<file path="src/rtl/mem_xfer_seq_if.sv">
// Request/response and byte-cycle signals for mem_xfer_seq.
// master = the sequencer, slave = requester plus byte-cycle unit.
interface mem_xfer_seq_if;
   logic        req;
   logic        req_wr;
   logic        req_word;
   logic        req_dec;
   logic [15:0] req_addr;
   logic [15:0] req_wdata;
   logic        ready;
   logic        rsp_valid;
   logic [15:0] rsp_rdata;
   logic        cyc_activate;
   logic [15:0] cyc_addr;
   logic        cyc_rd;
   logic        cyc_wr;
   logic [7:0]  cyc_wdata;
   logic [7:0]  cyc_rdata;
   logic        cyc_done;

   modport master (
      input  req, req_wr, req_word, req_dec, req_addr, req_wdata,
      input  cyc_rdata, cyc_done,
      output ready, rsp_valid, rsp_rdata,
      output cyc_activate, cyc_addr, cyc_rd, cyc_wr, cyc_wdata
   );

   modport slave (
      output req, req_wr, req_word, req_dec, req_addr, req_wdata,
      output cyc_rdata, cyc_done,
      input  ready, rsp_valid, rsp_rdata,
      input  cyc_activate, cyc_addr, cyc_rd, cyc_wr, cyc_wdata
   );
endinterface

</file>
<file path="src/rtl/mem_xfer_seq.sv">
// Splits an 8/16-bit memory request into byte cycles and assembles read data.
// Define MEM_XFER_DESCEND_EN to enable descending (push) byte order via req_dec.
module mem_xfer_seq (
   input  logic          clk,
   input  logic          reset,
   mem_xfer_seq_if.master bus
);

   typedef enum logic [1:0] {IDLE, ISSUE, WAIT, CAP} state_t;

   state_t      state_reg;
   logic        wr_reg;
   logic        word_reg;
   logic        idx_reg;
   logic        slot_hi_reg;
   logic [15:0] addr_reg;
   logic [15:0] wdata_reg;

   logic [15:0] first_addr;
   logic        first_hi;
   logic [7:0]  first_wdata;
   logic [15:0] second_addr;
   logic        second_hi;
   logic [7:0]  second_wdata;

   assign bus.ready = (state_reg == IDLE) && !reset;

`ifdef MEM_XFER_DESCEND_EN
   logic dec_reg;

   // Descending: the word lives at addr-2..addr-1, high byte fetched first.
   always_comb begin
      first_addr  = bus.req_dec ? bus.req_addr - 16'd1 : bus.req_addr;
      first_hi    = bus.req_dec & bus.req_word;
      second_addr = dec_reg ? addr_reg - 16'd2 : addr_reg + 16'd1;
      second_hi   = !dec_reg;
   end
`else
   logic unused_dec;
   assign unused_dec = bus.req_dec;

   always_comb begin
      first_addr  = bus.req_addr;
      first_hi    = 1'b0;
      second_addr = addr_reg + 16'd1;
      second_hi   = 1'b1;
   end
`endif

   assign first_wdata  = first_hi  ? bus.req_wdata[15:8] : bus.req_wdata[7:0];
   assign second_wdata = second_hi ? wdata_reg[15:8]     : wdata_reg[7:0];

   always_ff @(posedge clk or posedge reset) begin
      if (reset) begin
         state_reg        <= IDLE;
         wr_reg           <= 1'b0;
         word_reg         <= 1'b0;
         idx_reg          <= 1'b0;
         slot_hi_reg      <= 1'b0;
         addr_reg         <= 16'h0000;
         wdata_reg        <= 16'h0000;
`ifdef MEM_XFER_DESCEND_EN
         dec_reg          <= 1'b0;
`endif
         bus.rsp_valid    <= 1'b0;
         bus.rsp_rdata    <= 16'h0000;
         bus.cyc_activate <= 1'b0;
         bus.cyc_addr     <= 16'h0000;
         bus.cyc_rd       <= 1'b0;
         bus.cyc_wr       <= 1'b0;
         bus.cyc_wdata    <= 8'h00;
      end else begin
         bus.rsp_valid    <= 1'b0;
         bus.cyc_activate <= 1'b0;
         case (state_reg)
            IDLE: begin
               if (bus.req) begin
                  wr_reg           <= bus.req_wr;
                  word_reg         <= bus.req_word;
                  addr_reg         <= bus.req_addr;
                  wdata_reg        <= bus.req_wdata;
`ifdef MEM_XFER_DESCEND_EN
                  dec_reg          <= bus.req_dec;
`endif
                  idx_reg          <= 1'b0;
                  slot_hi_reg      <= first_hi;
                  bus.rsp_rdata    <= 16'h0000;
                  bus.cyc_activate <= 1'b1;
                  bus.cyc_addr     <= first_addr;
                  bus.cyc_rd       <= !bus.req_wr;
                  bus.cyc_wr       <= bus.req_wr;
                  bus.cyc_wdata    <= first_wdata;
                  state_reg        <= ISSUE;
               end
            end
            ISSUE: state_reg <= WAIT;
            WAIT: begin
               if (bus.cyc_done)
                  state_reg <= CAP;
            end
            CAP: begin
               if (!wr_reg) begin
                  if (slot_hi_reg)
                     bus.rsp_rdata[15:8] <= bus.cyc_rdata;
                  else
                     bus.rsp_rdata[7:0]  <= bus.cyc_rdata;
               end
               // Second byte re-enters ISSUE so the byte-cycle unit sees a gap.
               if (!idx_reg && word_reg) begin
                  idx_reg          <= 1'b1;
                  slot_hi_reg      <= second_hi;
                  bus.cyc_activate <= 1'b1;
                  bus.cyc_addr     <= second_addr;
                  bus.cyc_wdata    <= second_wdata;
                  state_reg        <= ISSUE;
               end else begin
                  bus.rsp_valid    <= 1'b1;
                  bus.cyc_rd       <= 1'b0;
                  bus.cyc_wr       <= 1'b0;
                  state_reg        <= IDLE;
               end
            end
            default: state_reg <= IDLE;
         endcase
      end
   end

endmodule

</file>
<file path="src/flat_wrapper.sv">
// flat-port wrapper written by rule: the top's interface ports become plain ports
module mem_xfer_seq_flat 
  (clk, reset, bus_req, bus_req_wr, bus_req_word, bus_req_dec, bus_req_addr, bus_req_wdata, bus_cyc_rdata, bus_cyc_done, bus_ready, bus_rsp_valid, bus_rsp_rdata, bus_cyc_activate, bus_cyc_addr, bus_cyc_rd, bus_cyc_wr, bus_cyc_wdata);
  mem_xfer_seq_if bus_i ();
  input  logic clk;
  input  logic reset;
  input wire logic [$bits(bus_i.req)-1:0] bus_req;
  input wire logic [$bits(bus_i.req_wr)-1:0] bus_req_wr;
  input wire logic [$bits(bus_i.req_word)-1:0] bus_req_word;
  input wire logic [$bits(bus_i.req_dec)-1:0] bus_req_dec;
  input wire logic [$bits(bus_i.req_addr)-1:0] bus_req_addr;
  input wire logic [$bits(bus_i.req_wdata)-1:0] bus_req_wdata;
  input wire logic [$bits(bus_i.cyc_rdata)-1:0] bus_cyc_rdata;
  input wire logic [$bits(bus_i.cyc_done)-1:0] bus_cyc_done;
  output wire logic [$bits(bus_i.ready)-1:0] bus_ready;
  output wire logic [$bits(bus_i.rsp_valid)-1:0] bus_rsp_valid;
  output wire logic [$bits(bus_i.rsp_rdata)-1:0] bus_rsp_rdata;
  output wire logic [$bits(bus_i.cyc_activate)-1:0] bus_cyc_activate;
  output wire logic [$bits(bus_i.cyc_addr)-1:0] bus_cyc_addr;
  output wire logic [$bits(bus_i.cyc_rd)-1:0] bus_cyc_rd;
  output wire logic [$bits(bus_i.cyc_wr)-1:0] bus_cyc_wr;
  output wire logic [$bits(bus_i.cyc_wdata)-1:0] bus_cyc_wdata;
  assign bus_i.req = bus_req;
  assign bus_i.req_wr = bus_req_wr;
  assign bus_i.req_word = bus_req_word;
  assign bus_i.req_dec = bus_req_dec;
  assign bus_i.req_addr = bus_req_addr;
  assign bus_i.req_wdata = bus_req_wdata;
  assign bus_i.cyc_rdata = bus_cyc_rdata;
  assign bus_i.cyc_done = bus_cyc_done;
  assign bus_ready = bus_i.ready;
  assign bus_rsp_valid = bus_i.rsp_valid;
  assign bus_rsp_rdata = bus_i.rsp_rdata;
  assign bus_cyc_activate = bus_i.cyc_activate;
  assign bus_cyc_addr = bus_i.cyc_addr;
  assign bus_cyc_rd = bus_i.cyc_rd;
  assign bus_cyc_wr = bus_i.cyc_wr;
  assign bus_cyc_wdata = bus_i.cyc_wdata;
  mem_xfer_seq u_core (.clk(clk), .reset(reset), .bus(bus_i));
endmodule
</file>
<file path="config.mk">
export PLATFORM = sky130hd
export DESIGN_NAME = mem_xfer_seq_flat
export DESIGN_NICKNAME = d
export VERILOG_FILES = /design/src/rtl/mem_xfer_seq_if.sv /design/src/rtl/mem_xfer_seq.sv /design/src/flat_wrapper.sv
export SDC_FILE = /design/constraint.sdc
export NUM_CORES = 1
export LEC_CHECK = 0
export ABC_AREA = 1
export CAP_MARGIN = 20
export CORE_MARGIN = 4
export CORE_UTILIZATION = 45
export DETAILED_ROUTE_END_ITERATION = 10
export PLACE_DENSITY = 0.75
export SYNTH_ARGS = -nofsm -noshare
export SYNTH_HDL_FRONTEND = slang
export SYNTH_SLANG_ARGS = --single-unit
</file>
<file path="constraint.sdc">
create_clock -name clk -period 4.1 [get_ports clk]
set_input_delay 0.82 -clock clk [delete_from_list [all_inputs] [get_ports clk]]
set_output_delay 0.82 -clock clk [all_outputs]
set_load 0.05 [all_outputs]
</file>
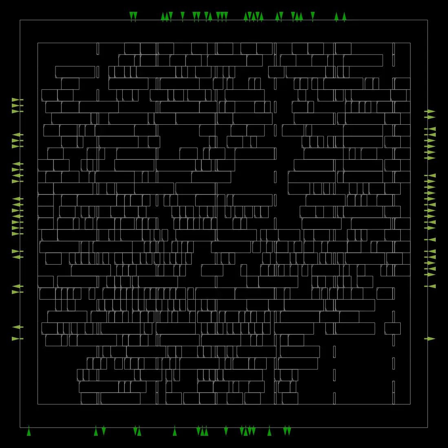
final_placement.png
Seq area share: 0.3990
core area: 0.007331 mm^2
filler cell count: 616

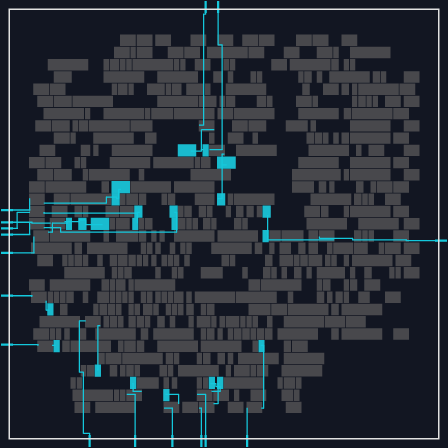
port_nets.png
Cyan stands for `bus_req_addr`, bits 16, direction input, end cells 23, buffers 16, wire 396 um.
io pins: 92
port bufs: 90

==> impl_metrics.tcl <==
# yosys + openroad results
set metrics [dict create \
    first_iter_violations 193 \
    worst_slack_ps 1119 \
    final-comb-area_mm2 0.001350 \
    dp_cells 579 \
    antenna_found_initial 0 \
    hold_viol_final 0 \
    status "finished clean" \
    buffers 95 \
    crit_path_start "reset" \
    cts_resized 0 \
    fp_nets 452 \
    use_met3 0.04499 \
    grt_overflow 0 \
    synthCells 401 \
    critPathMaxStageDelay_ps 800 \
    aoi_share 0.1213 \
    period_used_share 0.7270 \
    clock_latency_ps 350 \
    n_tap_cell 99 \
    met2_length_um 3805 \
    grt_use_met1 0.2534 \
    grt_usage 0.1871 \
    power_density_mw_per_mm2 867.2 \
    endpoint_kind "primary output" \
    grt_max_degree 31 \
    final_cell_mix "119 x nand2_1, 90 x clkdlybuf4s50_1, 73 x dfrtp_1" \
    cts.sinks 73 \
    cts_root_buf "clkbuf_8" \
    cts_max_level 3 \
    synth_area_mm2 0.003415 \
    fp_util 0.4658 \
    first_pass_iters 4 \
    peakVddDrop_uv 459.8 \
]
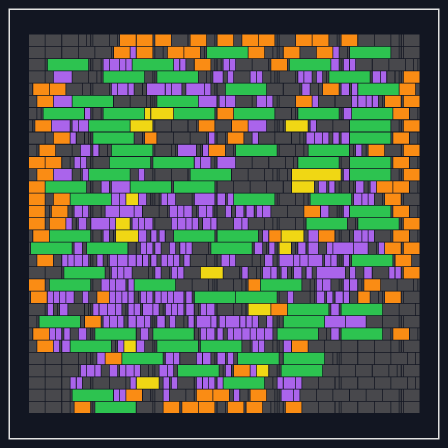
cell_classes.png
Fill, decap, tap and diode cells in gray.
Purple stands for all other logic, cells 312, share of their area 34%. Yellow stands for clock drivers and dummy loads, cells 16, share of their area 4.4%. Green stands for flip-flops, cells 73, share of their area 41%. Orange stands for other buffers and delay cells, cells 95, share of their area 21%.
FP Rows: 31
Finished Cell Area: 0.004578 mm^2
Core Util, Final: 0.6245

